**Wiring heat map**

Drawn at 4 px/um. 13 x 13 tiles, from dark purple (low) to yellow (high), scaled to the fullest tile. Values are wire area over tile area, all layers added.
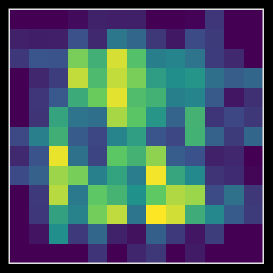
**Placement view**

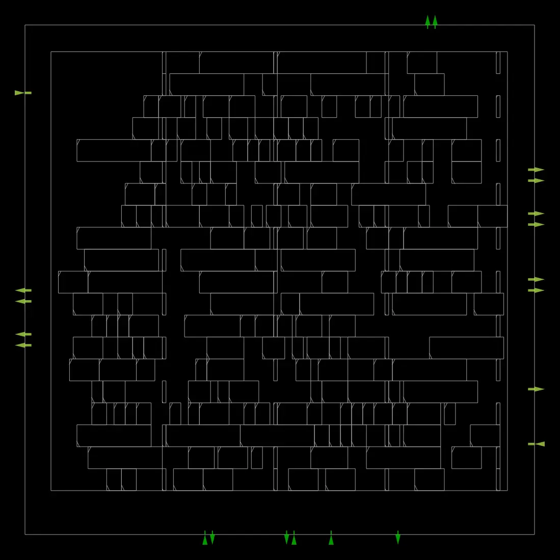
**Selected gate families**

Drawn at 6 px/um.
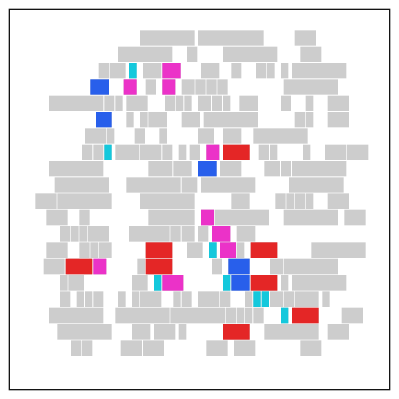
**Wiring by layer**

Drawn at 6 px/um. Two of the layers only.
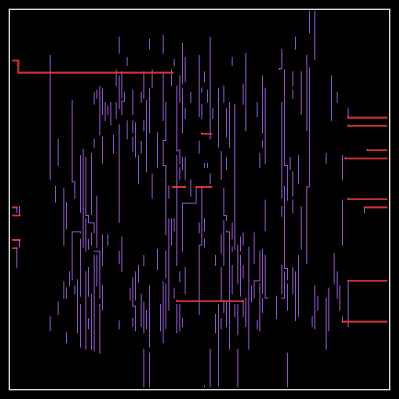
===== config.mk =====
export PLATFORM = sky130hd
export DESIGN_NAME = handshake_sender
export DESIGN_NICKNAME = d
export VERILOG_FILES = /design/src/rtl/handshake_pkg.sv /design/src/rtl/handshake_sender.sv
export SDC_FILE = /design/constraint.sdc
export NUM_CORES = 1
export LEC_CHECK = 0
export CORE_MARGIN = 3
export CORE_UTILIZATION = 46
export DETAILED_ROUTE_END_ITERATION = 10
export GPL_TIMING_DRIVEN = 0
export PLACE_DENSITY = 0.69
export SYNTH_ARGS = -nofsm -noshare
export SYNTH_HDL_FRONTEND = slang
export SYNTH_SLANG_ARGS = --single-unit

===== constraint.sdc =====
create_clock -name clk -period 4.86 [get_ports clk]
set_clock_uncertainty 0.1 [all_clocks]
set_input_delay 0.972 -clock clk [delete_from_list [all_inputs] [get_ports clk]]
set_output_delay 0.972 -clock clk [all_outputs]
set_load 0.05 [all_outputs]

===== src/rtl/handshake_pkg.sv =====
// Shared types and default sizing for the handshake bus sender/receiver stages.
package handshake_pkg;

    typedef enum logic [1:0] {
        IDLE,
        SEND,
        DONE
    } hs_state_t;

    localparam int HS_DATA_W  = 8;
    localparam int HS_PKT_LEN = 16;

endpackage


===== src/rtl/handshake_sender.sv =====
// Upstream source stage: emits a packet of PKT_LEN incrementing words over
// valid/ready, with producer-side bubbles gated by random_valid.
module handshake_sender
    import handshake_pkg::*;
#(
    parameter int DATA_W  = HS_DATA_W,
    parameter int PKT_LEN = HS_PKT_LEN,
    parameter int CNT_W   = $clog2(PKT_LEN + 1)
) (
    input  logic              clk,
    input  logic              rst_n,
    input  logic              start,
    input  logic              random_valid,
    input  logic              ready_i,
    output logic              valid_o,
    output logic [DATA_W-1:0] data_o,
    output logic              busy_o,
    output logic              done_o,
    output logic [CNT_W-1:0]  tx_count_o
);

    localparam logic [CNT_W-1:0] LAST_CNT = CNT_W'(PKT_LEN - 1);

    hs_state_t         state_q, state_d;
    logic [DATA_W-1:0] seq_q, seq_d;
    logic [DATA_W-1:0] data_q, data_d;
    logic [CNT_W-1:0]  cnt_q, cnt_d;
    logic              valid_q, valid_d;
    logic              busy_q, busy_d;
    logic              done_q, done_d;
    logic              xfer;

    always_ff @(posedge clk or negedge rst_n) begin
        if (!rst_n) begin
            state_q <= IDLE;
            seq_q   <= '0;
            data_q  <= '0;
            cnt_q   <= '0;
            valid_q <= 1'b0;
            busy_q  <= 1'b0;
            done_q  <= 1'b0;
        end else begin
            state_q <= state_d;
            seq_q   <= seq_d;
            data_q  <= data_d;
            cnt_q   <= cnt_d;
            valid_q <= valid_d;
            busy_q  <= busy_d;
            done_q  <= done_d;
        end
    end

    // valid_d never looks at ready_i except through a completed transfer,
    // so valid_o has no combinational path from ready_i.
    always_comb begin
        state_d = state_q;
        seq_d   = seq_q;
        data_d  = data_q;
        cnt_d   = cnt_q;
        valid_d = valid_q;
        busy_d  = busy_q;
        done_d  = 1'b0;
        xfer    = valid_q && ready_i;

        unique case (state_q)
            IDLE: begin
                valid_d = 1'b0;
                busy_d  = 1'b0;
                if (start) begin
                    state_d = SEND;
                    seq_d   = '0;
                    cnt_d   = '0;
                    busy_d  = 1'b1;
                end
            end
            SEND: begin
                busy_d = 1'b1;
                if (xfer) begin
                    cnt_d = cnt_q + CNT_W'(1);
                    if (cnt_q == LAST_CNT) begin
                        state_d = DONE;
                        valid_d = 1'b0;
                        busy_d  = 1'b0;
                        done_d  = 1'b1;
                    end else begin
                        seq_d   = seq_q + DATA_W'(1);
                        data_d  = seq_q + DATA_W'(1);
                        valid_d = random_valid;
                    end
                end else if (!valid_q && random_valid) begin
                    valid_d = 1'b1;
                    data_d  = seq_q;
                end
            end
            DONE: begin
                state_d = IDLE;
                valid_d = 1'b0;
                busy_d  = 1'b0;
            end
            default: begin
                state_d = IDLE;
            end
        endcase
    end

    assign valid_o    = valid_q;
    assign data_o     = data_q;
    assign busy_o     = busy_q;
    assign done_o     = done_q;
    assign tx_count_o = cnt_q;

endmodule


==> reports/qor.yml <==
regArea_um2: 651
cts_buffer_depth: 2
cp-start-kind: "register"
r2r.worst_path.cells: 7
yosys.area.top_type: "dfrtp_1"
n_clock_buffer: 3
cts_setup_buffers: 0
max_freq_mhz: 363
num_rows: 20
num_vias: 1163
most_common_cell: "dfrtp_1"
xor_share_pct: 4.08
core_um2: 3080
grtUsageTotal_pct: 16.0
lay_top_count: "dfrtp_1"
root_buffer: "clkbuf_4"
p_per_area_nw_per_um2: 408
reg2reg_from: "tx_count_o[0]$_DFFE_PN0P_"
setup_ws_ns: 2.10
async_flop_share_pct: 100
antenna_found_initial: 0
avgSynthCellArea_um2: 9.45
top_layer: "met4"
min_to: "seq_q[7]$_DFFE_PN0P_"
crit_family: "buffers and inverters"
p_int_w: 0.000442
status: "finished, final reports clean"
fp_util_pct: 48.8
rrSetupSlack_ns: 2.65
placed_cells: 223
preCtsSetupSlack_ns: 2.20
io_pins: 21
ys_cells: 159
grt_first_pass_wirelength_um: 5140
hp-start: "seq_q[7]$_DFFE_PN0P_"
crit_path_start: "valid_o$_DFFE_PN0P_"
wire_per_inst_um: 13.0
slowest_delay_ns: 0.86
lay_top_cells: "dfrtp_1 (26), nand2_1 (23), clkdlybuf4s50_1 (20)"
crit_chain: "clkdlybuf4s50_1"
syn_inst: 159
cap_viol_max_count: 0
slew_headroom_pct: 24.2
drt_first_pass_iters: 4
die_x_um: 63.2
compound_area_share_pct: 17.2
globalRouteOverflowTotal: 0
timing.hold.ws_ns: 0.392
synthTopLogicFamily: "simple AND/OR/NAND/NOR gates"
drc: 0
pwr-share-comb_pct: 43.5
cts_sinks: 26
swShare_pct: 40.2
pg_comb_w: 0.000322
dpl_cell_area_um2: 1760
synth_nets: 172
top_area_cell_class: "combinational gates"
top_usage_layer: "met2"
finalPower_w: 0.000739
cts_made_buffers: 3
htreeDepth: 1
synth_seq_share_pct: 43.3
crit_type: "reg2out"
tap_cells: 44
edf_count: 0
warnings: 30
drive_above_1_share_pct: 10.4
hp-class: "reg2reg"
fill_cells: 296
cp_num_buf_inv: 1
critPathArrivalTime_ns: 1.68
hold_buffers: 0
Back to the opening pictures, 'wiring heat map':
tiles over half the peak: 27%
fullest tile: 0.34
emptiest ninth of the die: upper right
densest ninth of the die: center
nearly empty tiles: 18%

Back to the opening pictures, 'placement view':
flop share of the area: 35.9%
final cell count without fillers: 227

Back to the opening pictures, 'selected gate families':
| color | family | cells |
|---|---|---|
| magenta | AND and OR gates | 9 |
| cyan | inverters | 8 |
| red | adder and majority cells | 8 |
| blue | AND-OR and OR-AND gates | 5 |

Back to the opening pictures, 'wiring by layer':
| color | layer | wire length |
|---|---|---|
| purple | met2 | 1290 um |
| red | met3 | 96.3 um |

Power figures rest on the tool's default switching activity, not on a simulated workload.
